### src/rtl/uart_tx_pkg.sv
// uart_tx_pkg: FSM states, register offsets, STATUS bit positions and DIVISOR floor for uart_tx_port
package uart_tx_pkg;
  typedef enum logic [1:0] {S_IDLE, S_START, S_DATA, S_STOP} state_t;
  localparam logic [1:0] A_DATA = 2'd0, A_STATUS = 2'd1, A_DIV = 2'd2, A_IRQEN = 2'd3;
  localparam int ST_FULL = 0, ST_EMPTY = 1, ST_BUSY = 2, ST_OVF = 3, ST_CNT = 8;
  localparam logic [15:0] DIV_MIN = 16'd2;
  function automatic logic [15:0] clamp_div(input logic [15:0] d);
    return (d < DIV_MIN) ? DIV_MIN : d;
  endfunction
endpackage

### src/rtl/sync_fifo.sv
// sync_fifo: single-clock FIFO; a push into a full FIFO is accepted when a pop happens in the same cycle
module sync_fifo #(
  parameter int WIDTH = 8,
  parameter int DEPTH = 8,
  localparam int AW = $clog2(DEPTH)
) (
  input  logic             clk,
  input  logic             reset,
  input  logic             i_push,
  input  logic [WIDTH-1:0] i_data,
  input  logic             i_pop,
  output logic [WIDTH-1:0] o_data,
  output logic             o_full,
  output logic             o_empty,
  output logic [AW:0]      o_count
);
  logic [WIDTH-1:0] r_mem [DEPTH];
  logic [AW-1:0] r_wr, r_rd;
  logic [AW:0] r_count;
  logic w_push, w_pop;
  assign w_pop = i_pop && !o_empty;
  assign w_push = i_push && (!o_full || w_pop);
  assign o_full = r_count == (AW+1)'(DEPTH);
  assign o_empty = r_count == '0;
  assign o_count = r_count;
  assign o_data = r_mem[r_rd];
  // storage array, written only on an accepted push
  always_ff @(posedge clk)
    if (w_push) r_mem[r_wr] <= i_data;
  // pointers wrap naturally at the power-of-two depth
  always_ff @(posedge clk or posedge reset)
    if (reset) begin
      r_wr <= '0;
      r_rd <= '0;
      r_count <= '0;
    end else begin
      if (w_push) r_wr <= r_wr + 1'b1;
      if (w_pop) r_rd <= r_rd + 1'b1;
      r_count <= r_count + {{AW{1'b0}}, w_push} - {{AW{1'b0}}, w_pop};
    end
endmodule

### src/rtl/uart_tx_port.sv
// uart_tx_port: bus-mapped 8N1 UART transmitter with TX FIFO; define UART_TX_IRQ_EN for the IRQEN register and irq
import uart_tx_pkg::*;
module uart_tx_port #(
  parameter logic [15:0] CLK_DIV = 16'd104,
  parameter int FIFO_DEPTH = 8,
  localparam int CW = $clog2(FIFO_DEPTH) + 1
) (
  input  logic        clk,
  input  logic        reset,
  input  logic        busValid,
  input  logic        busWrite,
  input  logic [1:0]  busAddress,
  input  logic [31:0] busWriteData,
  output logic [31:0] busReadData,
  output logic        busReady,
  output logic        txd,
  output logic        irq
);
  state_t r_state;
  logic [15:0] r_div, r_frame_div, r_tmr;
  logic [7:0] r_shift;
  logic [2:0] r_bit;
  logic r_txd, r_ovf;
  logic w_req_wr, w_push, w_pop, w_full, w_empty, w_busy, w_tick, w_rd_status, w_unused;
  logic [7:0] w_fifo_data;
  logic [CW-1:0] w_count;
  logic [31:0] w_status, w_rdata, w_irqen_rd;
  assign w_req_wr = busValid && busWrite;
  assign w_push = w_req_wr && busAddress == A_DATA;
  assign w_rd_status = busValid && !busWrite && busAddress == A_STATUS;
  assign w_busy = r_state != S_IDLE;
  assign w_tick = r_tmr == '0;
  assign w_pop = !w_empty && (r_state == S_IDLE || (r_state == S_STOP && w_tick));
  assign w_unused = ^busWriteData[31:16];
  assign txd = r_txd;
  sync_fifo #(.WIDTH(8), .DEPTH(FIFO_DEPTH)) u_fifo (
    .clk(clk),
    .reset(reset),
    .i_push(w_push),
    .i_data(busWriteData[7:0]),
    .i_pop(w_pop),
    .o_data(w_fifo_data),
    .o_full(w_full),
    .o_empty(w_empty),
    .o_count(w_count)
  );
  // STATUS word and read mux
  always_comb begin
    w_status = '0;
    w_status[ST_FULL] = w_full;
    w_status[ST_EMPTY] = w_empty;
    w_status[ST_BUSY] = w_busy;
    w_status[ST_OVF] = r_ovf;
    w_status[ST_CNT +: 4] = 4'(w_count);
    w_rdata = busAddress == A_STATUS ? w_status :
              busAddress == A_DIV    ? {16'b0, r_div} :
              busAddress == A_IRQEN  ? w_irqen_rd : '0;
  end
  // bus acknowledge, readback, divisor and sticky overflow (set by a dropped byte, cleared by STATUS read)
  always_ff @(posedge clk or posedge reset)
    if (reset) begin
      busReady <= 1'b0;
      busReadData <= '0;
      r_div <= CLK_DIV;
      r_ovf <= 1'b0;
    end else begin
      busReady <= busValid;
      busReadData <= (busValid && !busWrite) ? w_rdata : '0;
      if (w_req_wr && busAddress == A_DIV) r_div <= clamp_div(busWriteData[15:0]);
      r_ovf <= (w_push && w_full && !w_pop) ? 1'b1 : (w_rd_status ? 1'b0 : r_ovf);
    end
  // serialiser: the divisor is latched per frame so mid-frame DIVISOR writes wait for the next start
  always_ff @(posedge clk or posedge reset)
    if (reset) begin
      r_state <= S_IDLE;
      r_tmr <= '0;
      r_frame_div <= CLK_DIV;
      r_shift <= '0;
      r_bit <= '0;
      r_txd <= 1'b1;
    end else if (w_pop) begin
      r_state <= S_START;
      r_tmr <= r_div - 16'd1;
      r_frame_div <= r_div;
      r_shift <= w_fifo_data;
      r_txd <= 1'b0;
    end else if (r_state != S_IDLE) begin
      r_tmr <= w_tick ? r_frame_div - 16'd1 : r_tmr - 16'd1;
      if (w_tick) begin
        case (r_state)
          S_START, S_DATA: begin
            r_state <= (r_state == S_DATA && r_bit == 3'd7) ? S_STOP : S_DATA;
            r_txd <= (r_state == S_DATA && r_bit == 3'd7) ? 1'b1 : r_shift[0];
            r_shift <= r_shift >> 1;
            r_bit <= r_state == S_START ? 3'd0 : r_bit + 3'd1;
          end
          default: r_state <= S_IDLE;
        endcase
      end
    end
`ifdef UART_TX_IRQ_EN
  logic [1:0] r_irqen;
  logic r_irq;
  // IRQEN register and registered level interrupt
  always_ff @(posedge clk or posedge reset)
    if (reset) begin
      r_irqen <= '0;
      r_irq <= 1'b0;
    end else begin
      if (w_req_wr && busAddress == A_IRQEN) r_irqen <= busWriteData[1:0];
      r_irq <= (r_irqen[0] && w_empty && !w_busy) || (r_irqen[1] && r_ovf);
    end
  assign w_irqen_rd = {30'b0, r_irqen};
  assign irq = r_irq;
`else
  assign w_irqen_rd = '0;
  assign irq = 1'b0;
`endif
endmodule

### config.mk
export PLATFORM = sky130hd
export DESIGN_NAME = uart_tx_port
export DESIGN_NICKNAME = d
export VERILOG_FILES = /design/src/rtl/uart_tx_pkg.sv /design/src/rtl/sync_fifo.sv /design/src/rtl/uart_tx_port.sv
export SDC_FILE = /design/constraint.sdc
export NUM_CORES = 1
export LEC_CHECK = 0
export ABC_AREA = 0
export ABC_CLOCK_PERIOD_IN_PS = 5800
export CAP_MARGIN = 20
export CORE_MARGIN = 10
export CORE_UTILIZATION = 52
export CTS_BUF_LIST = sky130_fd_sc_hd__clkbuf_16
export DETAILED_ROUTE_END_ITERATION = 16
export PLACE_DENSITY = 0.74
export SLEW_MARGIN = 20
export SYNTH_ARGS = -nofsm -noshare
export SYNTH_HDL_FRONTEND = slang
export SYNTH_HIERARCHICAL = 1
export SYNTH_SLANG_ARGS = --single-unit
export TNS_END_PERCENT = 100
### constraint.sdc
create_clock -name clk -period 5.8 [get_ports clk]
set_clock_uncertainty 0.15 [all_clocks]
set_input_delay 1.74 -clock clk [delete_from_list [all_inputs] [get_ports clk]]
set_output_delay 1.74 -clock clk [all_outputs]
set_load 0.02 [all_outputs]
==> metrics.log <==
[flow] collecting metrics
INFO  metric drc = 0
INFO  metric fin_total_pwr = 2.79 mW
INFO  metric synthDominantAreaCellType = sky130_fd_sc_hd__dfrtp_1
INFO  metric cap_viol_max_count = 0
INFO  metric hold_viol = 0
INFO  metric setup_tns = 0 ns
INFO  metric cts_hold_repair_buffers = 0
INFO  metric cts-htree-levels = 4
INFO  metric edf_count = 64
INFO  metric timing.reg2reg.setup_slack = around 1.4 ns
INFO  metric worstRegToRegCells = 16
INFO  metric synthFlopType = sky130_fd_sc_hd__dfrtp_1
INFO  metric ctsResizeCount = 0
INFO  metric cp_data_arrival_time = 4.57 ns
INFO  metric cts_tree = built
INFO  metric crit_type = flop to flop
INFO  metric tightest_slew = 0.933 ns
INFO  metric final_layout_size_suffix_gt1_frac = 0.137
INFO  metric area_delta_synth_final = 14.9%
INFO  metric number_of_drc_violations_after_detailed_routing_iteration_0 = 472
INFO  metric grt_antenna_before_repair = 0
INFO  metric worst-endpoint-required = 5.99 ns
INFO  metric rsz0062_at_grt = false
INFO  metric top_cell_area_share = 0.290
INFO  metric syn_avg_cell_area = ~12 um^2
INFO  metric async_flop_share = 0.584
INFO  metric p_leak = 3.33 nW
INFO  metric final_cell_count_no_fill = between 800 and 900
INFO  metric grt_max_degree = 52
INFO  metric hold-path-cell-count = 2
INFO  metric die_w = 137 um
INFO  metric grt_pass1_vias = 4,735
INFO  metric ys_seq_frac = 0.584
INFO  metric max-vdd-ir-drop = 0.314 mV
INFO  metric worst_min_delay_path_startpoint = r_shift[6]$_DFFE_PP0P_
INFO  metric fp.dieH = 137 um
INFO  metric timing.critical_path.from_type = flop
INFO  metric worstReg2RegEnd = r_tmr[12]$_DFFE_PP0P_
INFO  metric synthesis.instances = 574
INFO  metric antenna-diode-count = 0
INFO  metric setup.worst_path.end = r_tmr[12]$_DFFE_PP0P_
INFO  metric post-route-min-period = 4.38 ns
INFO  metric yosys_cells = between 500 and 600
INFO  metric run_status = finished, final reports clean
INFO  metric antenna_violating_nets_post_route = 0
INFO  metric detail_route.vias_per_cell = 5.85
INFO  metric max_slew_margin = 0.378
INFO  metric critical_path.startpoint = u_fifo/o_count[2]$_DFF_PP0_
INFO  metric dp_cells = 775
INFO  metric clock_tree.root_cell = sky130_fd_sc_hd__clkbuf_16
INFO  metric grt_overflow_total = 0
INFO  metric synth_flop_count = 154
INFO  metric yosys_warning_tally = 6
INFO  metric clk_pin_slew_worst_paths = 0.07 ns
INFO  metric worst_reg2reg_path_startpoint = u_fifo/o_count[2]$_DFF_PP0_
INFO  metric boundaryPins = roughly 73
INFO  metric worstPathMaxFanout = 17
INFO  metric grt_first_pass_wirelength = approximately 25 mm
INFO  metric maxClockFrequency = 228 MHz
INFO  metric gp_congestion = 0.891
INFO  metric floorplan.initialDensity = 0.536
## sequential cells by signal (all words and copies together) (netlist names)
register        cells
busReadData        16
busReady            1
r_bit               3
r_div              16
r_frame_div        16
r_ovf               1
r_shift             8
r_state             2
r_tmr              16
txd                 1
u_fifo/o_count      4
u_fifo/r_mem       64
u_fifo/r_rd         3
u_fifo/r_wr         3
## cells by family (layout without fill, tap and decap cells)
group / after synthesis / after routing / share of synthesized area
other: 1 / 17 / 0.000524
muxes: 42 / 42 / 0.0994
adders and majority gates: 16 / 16 / 0.0290
xor gates and xnor gates: 12 / 12 / 0.0147
and+or+nand+nor: 193 / 193 / 0.132
DFF: 154 / 154 / 0.584
buffers and inverters: 60 / 100 / 0.0444
AOI/OAI and AO/OA: 96 / 96 / 0.0958
## cell type report
type	count	area [um^2]
multi-input cells	376	2720
clock inverters	14	135
repair buffers	49	465
clock buffers	17	425
inverters	20	76.3
flip-flops and latches	154	4180
fillers	1015	5120
well taps	176	220
## routing by layer
metal / up-vias / global-route usage / wire length (um)
li1: 2170 / - / -
met1: 2357 / 0.228 / 6500
met2: 178 / 0.270 / 7510
met3: 12 / 0.0448 / 1170
met4: 0 / 0.0603 / 173
met5: - / 0 / 0
## cells in the mapped netlist (all sizes together) (8+ instances only)
library cell and instances:
buf 26, nor2 28, inv 20, a22o 9
mux2 25, nor4 8, nor3 18, a22oi 8
a31oi 9, edfxtp 64, clkbuf 14, nand2 83
a21oi 21, dfrtp 83, nand3 8, mux4 16
o21ai 19, and2 11, xnor2 8, ha 15
## where the power goes
part / switching, mW / internal (mW) / total [mW]
clock: 0.458 / 0.599 / 1.06
sequential: 0.130 / 1.25 / 1.38
combinational: 0.183 / 0.174 / 0.357
total: 0.770 / 2.02 / 2.79
## through the flow
stage,worst slack [ns],area [um^2]
3_5_place_dp,1.47,7660
4_1_cts,1.44,8230
5_1_grt,1.07,8230
6_report,1.42,8230
3_3_place_gp,1.54,7660
2_1_floorplan,1.74,7220
## worst min path at each step
stage	slack [ns]	to
floorplan	0.29	r_frame_div[10]$_DFFE_PP0P_
global placement	0.30	r_frame_div[3]$_DFFE_PP1P_
detailed placement	0.31	r_shift[6]$_DFFE_PP0P_
CTS	0.32	r_shift[6]$_DFFE_PP0P_
global route	0.35	r_frame_div[6]$_DFFE_PP1P_
finish	0.32	r_shift[6]$_DFFE_PP0P_
## worst max-delay path, cell delays in order, from the launching register on
cell and delay, ns:
sky130_fd_sc_hd__dfrtp_1 0.35, sky130_fd_sc_hd__inv_1 0.07, sky130_fd_sc_hd__ha_1 0.21, sky130_fd_sc_hd__nor3b_1 0.14, sky130_fd_sc_hd__buf_4 0.19, sky130_fd_sc_hd__nor2b_1 0.66
sky130_fd_sc_hd__a31oi_4 0.18, sky130_fd_sc_hd__inv_2 0.31, sky130_fd_sc_hd__nor2_1 0.11, sky130_fd_sc_hd__a21oi_1 0.15, sky130_fd_sc_hd__ha_1 0.21, sky130_fd_sc_hd__inv_1 0.08
sky130_fd_sc_hd__or3_1 0.40, sky130_fd_sc_hd__o32ai_4 0.27, sky130_fd_sc_hd__nand4_1 0.26, sky130_fd_sc_hd__or3_1 0.42, sky130_fd_sc_hd__a31oi_1 0.16
### Met3 routing

Scale bar: 50 um.
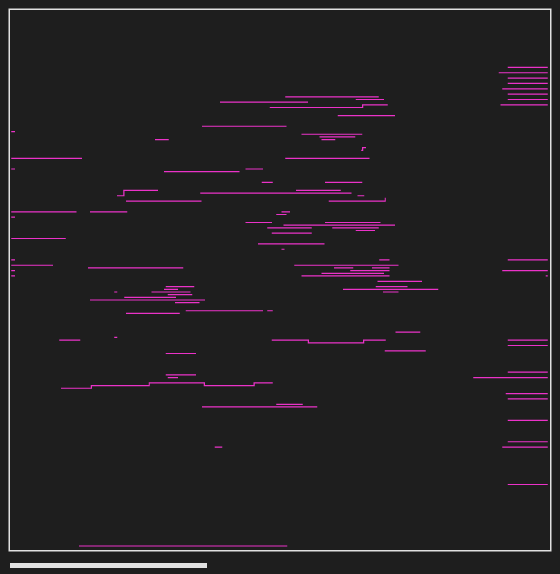
main direction: horizontal
wire length on this layer: 1,170 um
nets with wire on the layer: 83
longest straight run: 52.7 um
share of all routed wire: 7.6%
via count: 4,717
wirelength, routed: 15.4 mm
met3 usage: 0.0448

### Cell classes on the final placement

Fill, decap, tap and diode cells in gray.
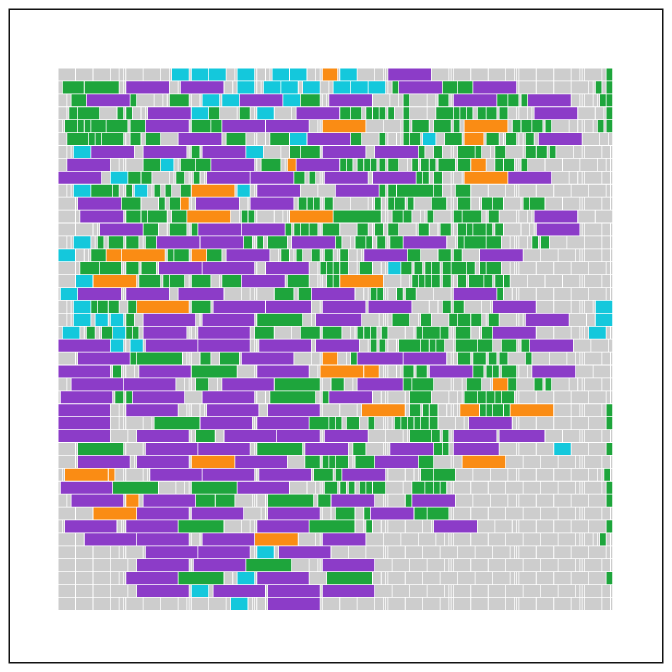
legend:
  purple:
    class: flops
    cells: 154
    share_of_their_area: 52%
  cyan:
    class: other buffers and delay cells
    cells: 49
    share_of_their_area: 5.8%
  orange:
    class: clock drivers and dummy loads
    cells: 31
    share_of_their_area: 7.0%
  green:
    class: all other logic
    cells: 396
    share_of_their_area: 35%
sequential portion of the cell area: 0.508
area of the placeable core: 0.0133 mm^2
Layout Cell Area excl Fill: 0.00823 mm^2
floorplan row count: 42
final core occ: 0.616

### Wire density map

Scale bar: 50 um. 27 x 27 tiles, from dark blue (low) to red (high), scaled to the fullest tile. Values are wire area over tile area, all layers added.
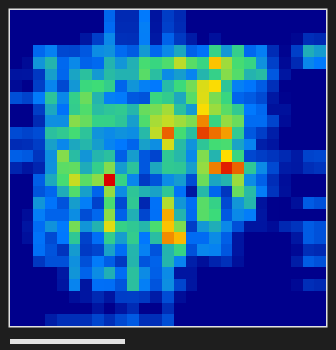
mean over tiles: 0.13
densest ninth of the die: center
emptiest ninth of the die: lower right
Routed WL per cell: 19.0 um
total routing resource utilization after global routing: 0.172

### Clock wiring as the flow saved it

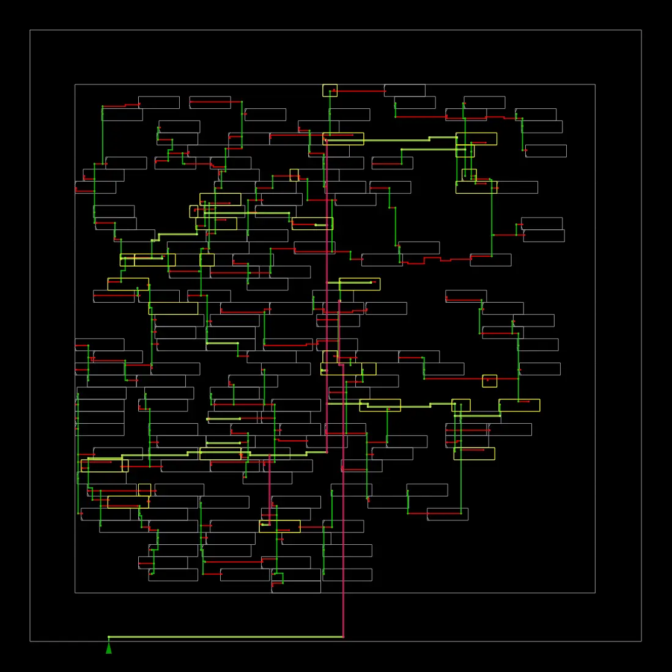
Worst-Skew Late Latency: 0.42 ns
clock network power: 1.06 mW
number of clock sinks: 154
cts bufs inserted: 17

Power is estimated from default activity; no workload was simulated.
